Fig. 1: run 1, I/O nets highlighted
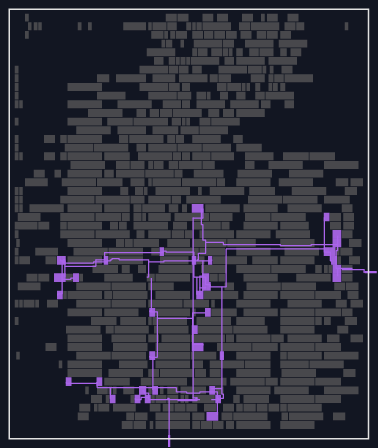
Fig. 2: run 1, cells colored by class
Fill, decap, tap and diode cells in gray.
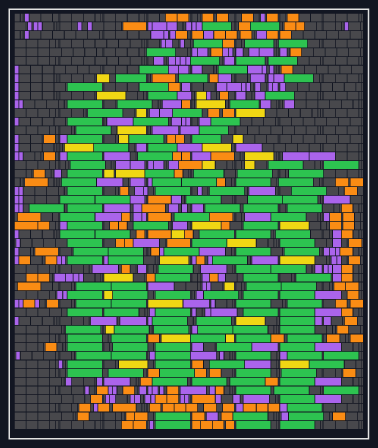
Fig. 3: run 1, signal wires on met2
Cells faint in the background.
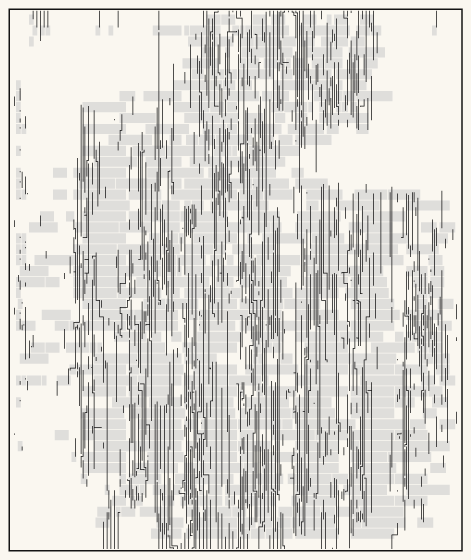
## src/rtl/instr_encoder_loader_if.sv

```systemverilog
// Field-bundle input and instruction-memory write port of the ARM instruction encoder/loader.
// The slave modport is the encoder's view; master is the boot/test driver and memory side.
interface instr_encoder_loader_if #(
    parameter int ADDR_W = 10
);
    logic              in_valid;
    logic              in_ready;
    logic [1:0]        in_class;
    logic [3:0]        in_cond;
    logic [3:0]        in_cmd;
    logic              in_I;
    logic              in_S;
    logic              in_U;
    logic              in_L;
    logic [3:0]        in_Rn;
    logic [3:0]        in_Rd;
    logic [3:0]        in_Rm;
    logic [23:0]       in_imm;
    logic              in_last;
    logic              wr_valid;
    logic              wr_ready;
    logic [ADDR_W-1:0] wr_addr;
    logic [31:0]       wr_data;
    logic [ADDR_W-1:0] word_count;
    logic              done;
    logic              err_illegal;
    logic [31:0]       checksum;

    modport master (
        output in_valid, in_class, in_cond, in_cmd, in_I, in_S, in_U, in_L,
               in_Rn, in_Rd, in_Rm, in_imm, in_last, wr_ready,
        input  in_ready, wr_valid, wr_addr, wr_data, word_count, done,
               err_illegal, checksum
    );

    modport slave (
        input  in_valid, in_class, in_cond, in_cmd, in_I, in_S, in_U, in_L,
               in_Rn, in_Rd, in_Rm, in_imm, in_last, wr_ready,
        output in_ready, wr_valid, wr_addr, wr_data, word_count, done,
               err_illegal, checksum
    );
endinterface

```

## src/rtl/instr_encoder_loader.sv

```systemverilog
// ARM field-to-word encoder feeding a small FIFO that streams words into instruction memory.
// Optional: define ENC_CHECKSUM_EN for a rotate-xor checksum over every written word.
module instr_encoder_loader #(
    parameter int DEPTH     = 4,
    parameter int ADDR_W    = 10,
    parameter int BASE_ADDR = 0
) (
    input  logic                   CLK,
    input  logic                   Reset_n,
    instr_encoder_loader_if.slave  bus
);
    localparam int IDX_W = $clog2(DEPTH);
    localparam int PTR_W = IDX_W + 1;

    function automatic logic [31:0] encode_fields(
        input logic [1:0]  cls,
        input logic [3:0]  cond,
        input logic [3:0]  cmd,
        input logic        i_bit,
        input logic        s_bit,
        input logic        u_bit,
        input logic        l_bit,
        input logic [3:0]  rn,
        input logic [3:0]  rd,
        input logic [3:0]  rm,
        input logic [23:0] imm
    );
        logic        test_op;
        logic [11:0] op2;
        logic [31:0] word;
        // TST/TEQ/CMP/CMN always set flags and have no destination
        test_op = (cmd[3:2] == 2'b10);
        op2     = i_bit ? {4'h0, imm[7:0]} : {8'h00, rm};
        word    = '0;
        case (cls)
            2'b00:   word = {cond, 2'b00, i_bit, cmd, s_bit | test_op, rn,
                             test_op ? 4'h0 : rd, op2};
            2'b01:   word = {cond, 2'b01, 1'b0, 1'b1, u_bit, 1'b0, 1'b0, l_bit,
                             rn, rd, imm[11:0]};
            2'b10:   word = {cond, 3'b101, 1'b0, imm};
            default: word = '0;
        endcase
        return word;
    endfunction

    logic [32:0]       fifo_q [DEPTH];
    logic [PTR_W-1:0]  wr_ptr_q, wr_ptr_d;
    logic [PTR_W-1:0]  rd_ptr_q, rd_ptr_d;
    logic [ADDR_W-1:0] addr_q, addr_d;
    logic [ADDR_W-1:0] count_q, count_d;
    logic              done_q, done_d;
    logic              err_q, err_d;
    logic              full, empty, accept, push, pop;
    logic [32:0]       push_entry;
    logic [32:0]       head;

    assign empty  = (wr_ptr_q == rd_ptr_q);
    assign full   = (wr_ptr_q[IDX_W-1:0] == rd_ptr_q[IDX_W-1:0]) &&
                    (wr_ptr_q[IDX_W] != rd_ptr_q[IDX_W]);
    assign accept = bus.in_valid && !full;
    // Illegal bundles complete the handshake but never occupy a slot
    assign push   = accept && (bus.in_class != 2'b11);
    assign pop    = !empty && bus.wr_ready;
    assign head   = fifo_q[rd_ptr_q[IDX_W-1:0]];

    assign push_entry = {bus.in_last,
                         encode_fields(bus.in_class, bus.in_cond, bus.in_cmd,
                                       bus.in_I, bus.in_S, bus.in_U, bus.in_L,
                                       bus.in_Rn, bus.in_Rd, bus.in_Rm, bus.in_imm)};

    always_comb begin
        wr_ptr_d = wr_ptr_q;
        rd_ptr_d = rd_ptr_q;
        addr_d   = addr_q;
        count_d  = count_q;
        done_d   = done_q;
        err_d    = err_q;
        if (push) begin
            wr_ptr_d = wr_ptr_q + PTR_W'(1);
        end
        if (accept) begin
            done_d = 1'b0;
            if (bus.in_class == 2'b11) begin
                err_d = 1'b1;
            end
        end
        if (pop) begin
            rd_ptr_d = rd_ptr_q + PTR_W'(1);
            addr_d   = addr_q + ADDR_W'(4);
            count_d  = count_q + ADDR_W'(1);
            // A last-word write beats a coincident accept
            if (head[32]) begin
                done_d = 1'b1;
            end
        end
    end

    always_ff @(posedge CLK or negedge Reset_n) begin
        if (!Reset_n) begin
            wr_ptr_q <= '0;
            rd_ptr_q <= '0;
            addr_q   <= ADDR_W'(BASE_ADDR);
            count_q  <= '0;
            done_q   <= 1'b0;
            err_q    <= 1'b0;
        end else begin
            wr_ptr_q <= wr_ptr_d;
            rd_ptr_q <= rd_ptr_d;
            addr_q   <= addr_d;
            count_q  <= count_d;
            done_q   <= done_d;
            err_q    <= err_d;
        end
    end

    always_ff @(posedge CLK) begin
        if (push) begin
            fifo_q[wr_ptr_q[IDX_W-1:0]] <= push_entry;
        end
    end

`ifdef ENC_CHECKSUM_EN
    logic [31:0] checksum_q, checksum_d;

    always_comb begin
        checksum_d = checksum_q;
        if (pop) begin
            checksum_d = {checksum_q[30:0], checksum_q[31]} ^ head[31:0];
        end
    end

    always_ff @(posedge CLK or negedge Reset_n) begin
        if (!Reset_n) begin
            checksum_q <= '0;
        end else begin
            checksum_q <= checksum_d;
        end
    end

    assign bus.checksum = checksum_q;
`else
    assign bus.checksum = 32'h0;
`endif

    assign bus.in_ready    = !full;
    assign bus.wr_valid    = !empty;
    assign bus.wr_data     = head[31:0];
    assign bus.wr_addr     = addr_q;
    assign bus.word_count  = count_q;
    assign bus.done        = done_q;
    assign bus.err_illegal = err_q;
endmodule

```

## src/flat_wrapper.sv

```systemverilog
// flat-port wrapper written by rule: the top's interface ports become plain ports
module instr_encoder_loader_flat 
#(
    parameter int DEPTH     = 4,
    parameter int ADDR_W    = 10,
    parameter int BASE_ADDR = 0
)
  (CLK, Reset_n, bus_in_valid, bus_in_class, bus_in_cond, bus_in_cmd, bus_in_I, bus_in_S, bus_in_U, bus_in_L, bus_in_Rn, bus_in_Rd, bus_in_Rm, bus_in_imm, bus_in_last, bus_wr_ready, bus_in_ready, bus_wr_valid, bus_wr_addr, bus_wr_data, bus_word_count, bus_done, bus_err_illegal, bus_checksum);
  instr_encoder_loader_if #(.ADDR_W(ADDR_W)) bus_i ();
  input  logic CLK;
  input  logic Reset_n;
  input wire logic [$bits(bus_i.in_valid)-1:0] bus_in_valid;
  input wire logic [$bits(bus_i.in_class)-1:0] bus_in_class;
  input wire logic [$bits(bus_i.in_cond)-1:0] bus_in_cond;
  input wire logic [$bits(bus_i.in_cmd)-1:0] bus_in_cmd;
  input wire logic [$bits(bus_i.in_I)-1:0] bus_in_I;
  input wire logic [$bits(bus_i.in_S)-1:0] bus_in_S;
  input wire logic [$bits(bus_i.in_U)-1:0] bus_in_U;
  input wire logic [$bits(bus_i.in_L)-1:0] bus_in_L;
  input wire logic [$bits(bus_i.in_Rn)-1:0] bus_in_Rn;
  input wire logic [$bits(bus_i.in_Rd)-1:0] bus_in_Rd;
  input wire logic [$bits(bus_i.in_Rm)-1:0] bus_in_Rm;
  input wire logic [$bits(bus_i.in_imm)-1:0] bus_in_imm;
  input wire logic [$bits(bus_i.in_last)-1:0] bus_in_last;
  input wire logic [$bits(bus_i.wr_ready)-1:0] bus_wr_ready;
  output wire logic [$bits(bus_i.in_ready)-1:0] bus_in_ready;
  output wire logic [$bits(bus_i.wr_valid)-1:0] bus_wr_valid;
  output wire logic [$bits(bus_i.wr_addr)-1:0] bus_wr_addr;
  output wire logic [$bits(bus_i.wr_data)-1:0] bus_wr_data;
  output wire logic [$bits(bus_i.word_count)-1:0] bus_word_count;
  output wire logic [$bits(bus_i.done)-1:0] bus_done;
  output wire logic [$bits(bus_i.err_illegal)-1:0] bus_err_illegal;
  output wire logic [$bits(bus_i.checksum)-1:0] bus_checksum;
  assign bus_i.in_valid = bus_in_valid;
  assign bus_i.in_class = bus_in_class;
  assign bus_i.in_cond = bus_in_cond;
  assign bus_i.in_cmd = bus_in_cmd;
  assign bus_i.in_I = bus_in_I;
  assign bus_i.in_S = bus_in_S;
  assign bus_i.in_U = bus_in_U;
  assign bus_i.in_L = bus_in_L;
  assign bus_i.in_Rn = bus_in_Rn;
  assign bus_i.in_Rd = bus_in_Rd;
  assign bus_i.in_Rm = bus_in_Rm;
  assign bus_i.in_imm = bus_in_imm;
  assign bus_i.in_last = bus_in_last;
  assign bus_i.wr_ready = bus_wr_ready;
  assign bus_in_ready = bus_i.in_ready;
  assign bus_wr_valid = bus_i.wr_valid;
  assign bus_wr_addr = bus_i.wr_addr;
  assign bus_wr_data = bus_i.wr_data;
  assign bus_word_count = bus_i.word_count;
  assign bus_done = bus_i.done;
  assign bus_err_illegal = bus_i.err_illegal;
  assign bus_checksum = bus_i.checksum;
  instr_encoder_loader #(.DEPTH(DEPTH), .ADDR_W(ADDR_W), .BASE_ADDR(BASE_ADDR)) u_core (.CLK(CLK), .Reset_n(Reset_n), .bus(bus_i));
endmodule
```

## config.mk

```make
export PLATFORM = sky130hd
export DESIGN_NAME = instr_encoder_loader_flat
export DESIGN_NICKNAME = d
export VERILOG_FILES = /design/src/rtl/instr_encoder_loader_if.sv /design/src/rtl/instr_encoder_loader.sv /design/src/flat_wrapper.sv
export SDC_FILE = /design/constraint.sdc
export NUM_CORES = 1
export LEC_CHECK = 0
export CORE_ASPECT_RATIO = 1.2
export CORE_UTILIZATION = 46
export CTS_CLUSTER_SIZE = 20
export DETAILED_ROUTE_END_ITERATION = 10
export PLACE_DENSITY = 0.83
export SYNTH_ARGS = -nofsm -noshare
export SYNTH_HDL_FRONTEND = slang
export SYNTH_SLANG_ARGS = --single-unit
```

## constraint.sdc

```tcl
create_clock -name CLK -period 2.6 [get_ports CLK]
set_clock_uncertainty 0.1 [all_clocks]
set_input_delay 0.65 -clock CLK [delete_from_list [all_inputs] [get_ports CLK]]
set_output_delay 0.65 -clock CLK [all_outputs]
set_load 0.05 [all_outputs]
```

==> results.py, run 1 <==
# Generated from Yosys and OpenROAD reports
metrics = {
    "hold_path": {
        "holdPathEnd": "u_core.bus.word_count[9]",
        "hold_path.startpoint": "u_core.bus.word_count[9]",
    },
    "outcome": {
        "status": "finished, violations left",
        "violations": "design-rule violations",
    },
    "layout": {
        "inv_count": 12,
        "buffers": 138,
        "instances_no_fill": 728,
        "n_antenna_cell": 0,
        "ff_count": 158,
        "comb_area_share_pct": 21.05,
        "logic_gate_count": 213,
        "largest_register_ffs": 132,
        "nonClkBufAreaFrac_pct": 17.00,
        "lay_top_cells": "edfxtp_1 (132), clkdlybuf4s50_1 (74), conb_1 (34), mux4_2 (33), buf_4 (28)",
    },
    "clocking": {
        "clock_latency_ps": 420,
        "post_cts_buffers": 3,
    },
    "drt": {
        "wl_met2_mm": 7.512,
        "wl_per_cell_um": 19.08,
        "drc": 7,
        "ant_nets": 0,
        "drt_first_iter_violations": 225,
    },
    "synth": {
        "mux_area_share_pct": 12.03,
        "topCombFamilyByArea": "multiplexers",
        "synth_flops": 158,
        "edf_count": 132,
        "top_cells_by_count": "edfxtp_1 (132), buf_4 (35), mux4_2 (33)",
        "synth_xor_xnor_area_share_pct": 3.375,
    },
    "power_and_ir_drop": {
        "finalPower_mw": 11.47,
        "power_leader": "combinational cells",
        "powerComb_mw": 5.35,
        "comb_power_share_pct": 46.7,
        "leakagePower_nw": 3.314,
        "intPower_mw": 6.919,
        "powerDensity_nw_per_um2": 1296,
    },
    "worst_setup_path": {
        "start_kind": "register",
        "end_kind": "primary output",
        "crit_type": "register to primary output",
        "crit_path_end": "bus_wr_data[26]",
        "cp_num_buf_inv": 2,
        "critical_path.startpoint": "u_core.rd_ptr_q[0]",
        "reg2reg_to": "u_core.bus.wr_addr[3]",
        "r2r-start": "u_core.rd_ptr_q[0]",
    },
    "timing": {
        "relSlewSlack_pct": 46.70,
        "period_needed_ps": 2596,
        "worst_pin_slew_ps": 799.5,
        "hold_violations": 0,
        "setup_viol_count_final": 0,
    },
    "global_route": {
        "grtUsageMet2_pct": 34.75,
        "grt_max_degree": 27,
        "antenna_found_initial": 0,
        "use_met1_pct": 22.95,
    },
    "floorplan": {
        "die_y_um": 134.3,
        "pin_count": 143,
        "die_width_um": 112.3,
        "die-area_um2": 15080,
        "fp-utilization_pct": 46.95,
    },
    "run": {
        "drv_cap": 0,
    },
    "placed_design": {
        "place_inst": 687,
        "dp_hpwl_mm": 9.309,
    },
}
Back to the opening pictures, Fig. 1:
| color | port | bits | direction | end cells | buffers | wire |
|---|---|---|---|---|---|---|
| purple | bus_in_class | 2 | input | 38 | 5 | 599 um |

Back to the opening pictures, Fig. 2:
| color | class | cells | share of their area |
|---|---|---|---|
| yellow | clock drivers and dummy loads | 32 | 7.0% |
| green | flops | 158 | 53% |
| orange | other buffers and delay cells | 138 | 17% |
| purple | combinational and other logic | 225 | 22% |
post-route cell area: 8852 um^2
Layout Utilization: 61.93%
core area: 14290 um^2
Core Rows: 48
flip-flop and latch share of the layout cell area: 52.16%

Back to the opening pictures, Fig. 3:
main direction: vertical
share of all routed wire: 54%
wire length on this layer: 7510 um
nets with wire on the layer: 550
longest straight run: 53.4 um

Fig. 4: run 1, met3 routing
Bar = 20 um.
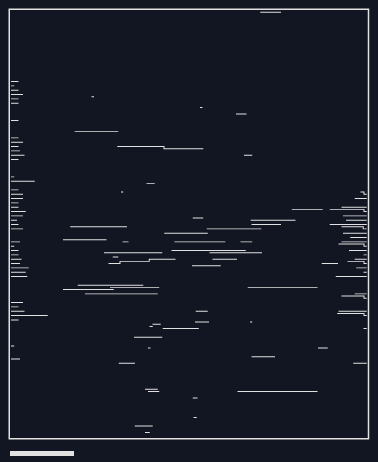

==> inputs of run 2 (changes only) <==
Settings changed: SKIP_CTS_REPAIR_TIMING from default to 1.
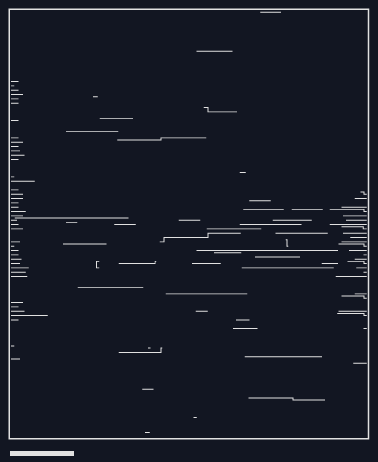
Fig. 5. Met3 routing (run 2).
Bar = 20 um.
wire length on this layer: 796 um
share of all routed wire: 5.6%
longest straight run: 44.2 um
met3 Usage GRT: 4.338%
vias: 3830
final wirelength: 14.11 mm

==> results.py, run 2 <==
# Generated from Yosys and OpenROAD reports
metrics = {
    "outcome": {
        "status": "finished, violations left",
        "violations": "design-rule violations, negative setup slack",
    },
    "synth": {
        "ys_area_um2": 6710,
        "top_cells_by_count": "edfxtp_1 (132), buf_4 (35), mux4_2 (33)",
        "synth_cells": 398,
        "avgSynthCellArea_um2": 16.86,
        "synth_flops": 158,
        "topCombFamilyByArea": "multiplexers",
        "mux_area_share_pct": 12.03,
        "synth_xor_xnor_area_share_pct": 3.375,
        "edf_count": 132,
        "synthSimpleGateAreaFrac_pct": 6.172,
    },
    "floorplan": {
        "design.core.area_um2": 14290,
        "die_width_um": 112.3,
        "pin_count": 143,
        "rows": 48,
        "die_y_um": 134.3,
        "fp-utilization_pct": 46.95,
        "die-area_um2": 15080,
    },
    "worst_setup_path": {
        "worst-path-max-fanout": 6,
        "cp_num_buf_inv": 3,
        "critical_path.startpoint": "u_core.rd_ptr_q[0]",
        "crit_type": "register to primary output",
        "end_kind": "primary output",
        "crit_path_end": "bus_wr_data[27]",
        "required_ps": 1850,
        "path_depth": 4,
        "start_kind": "register",
        "r2r-start": "u_core.rd_ptr_q[0]",
        "reg2reg_to": "u_core.bus.wr_addr[3]",
    },
    "layout": {
        "lay_top_cells": "edfxtp_1 (132), clkdlybuf4s50_1 (74), conb_1 (34), mux4_2 (33), nand2_1 (26)",
        "layout.cells.most_common": "edfxtp_1",
        "clock_buffers": 17,
        "comb_area_share_pct": 20.75,
        "nonClkBufAreaFrac_pct": 18.18,
        "buffers": 144,
        "n_antenna_cell": 0,
        "fin_area_um2": 8980,
        "largest_register_ffs": 132,
        "largest_class": "sequential cells",
        "inv_count": 12,
        "logic_gate_count": 213,
    },
    "timing": {
        "hold_violations": 0,
        "setup_viol_count_final": 27,
        "worst_pin_slew_ps": 811.4,
        "relSlewSlack_pct": 45.91,
        "worst_slack_ps": -49.74,
        "timing.hold.ws_ps": 368.6,
        "period_needed_ps": 2650,
    },
    "placed_design": {
        "dp_hpwl_mm": 9.309,
        "portBuffers": 108,
        "place_inst": 687,
    },
    "power_and_ir_drop": {
        "powerComb_mw": 5.59,
        "swShare_pct": 39.36,
        "comb_power_share_pct": 47.7,
        "leakagePower_nw": 3.375,
        "finalPower_mw": 11.71,
        "intPower_mw": 7.103,
        "power_leader": "combinational cells",
        "powerDensity_nw_per_um2": 1304,
    },
    "drt": {
        "first_pass_iters": 8,
        "drc": 7,
        "drt_first_iter_violations": 238,
        "wl_per_cell_um": 19.23,
        "ant_nets": 0,
        "vias_per_cell": 5.218,
        "wl_met2_mm": 7.809,
    },
    "global_route": {
        "grtUsageMet2_pct": 33.92,
        "grt_overflow": 0,
        "use_met1_pct": 22.86,
        "grt_max_degree": 27,
        "antenna_found_initial": 0,
    },
    "run": {
        "drv_cap": 0,
        "warning_count": 33,
    },
    "clocking": {
        "clockBufferDepth": 2,
        "clock_latency_ps": 420,
        "tritoncts": "done",
        "numCtsBuffers": 17,
    },
    "hold_path": {
        "hold_path.startpoint": "u_core.bus.word_count[9]",
        "holdPathEnd": "u_core.bus.word_count[9]",
    },
}
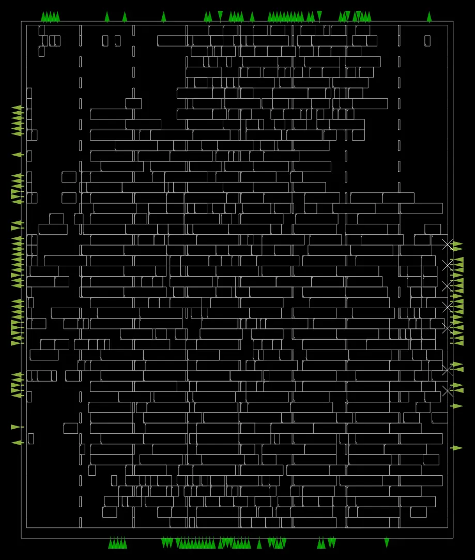
Fig. 6. Cell outlines without signal wires (run 2).
Flops: 158
flip-flop and latch share of the layout cell area: 51.41%
Tap Cells: 175
final cell count without fillers: 734
Layout Utilization: 62.82%

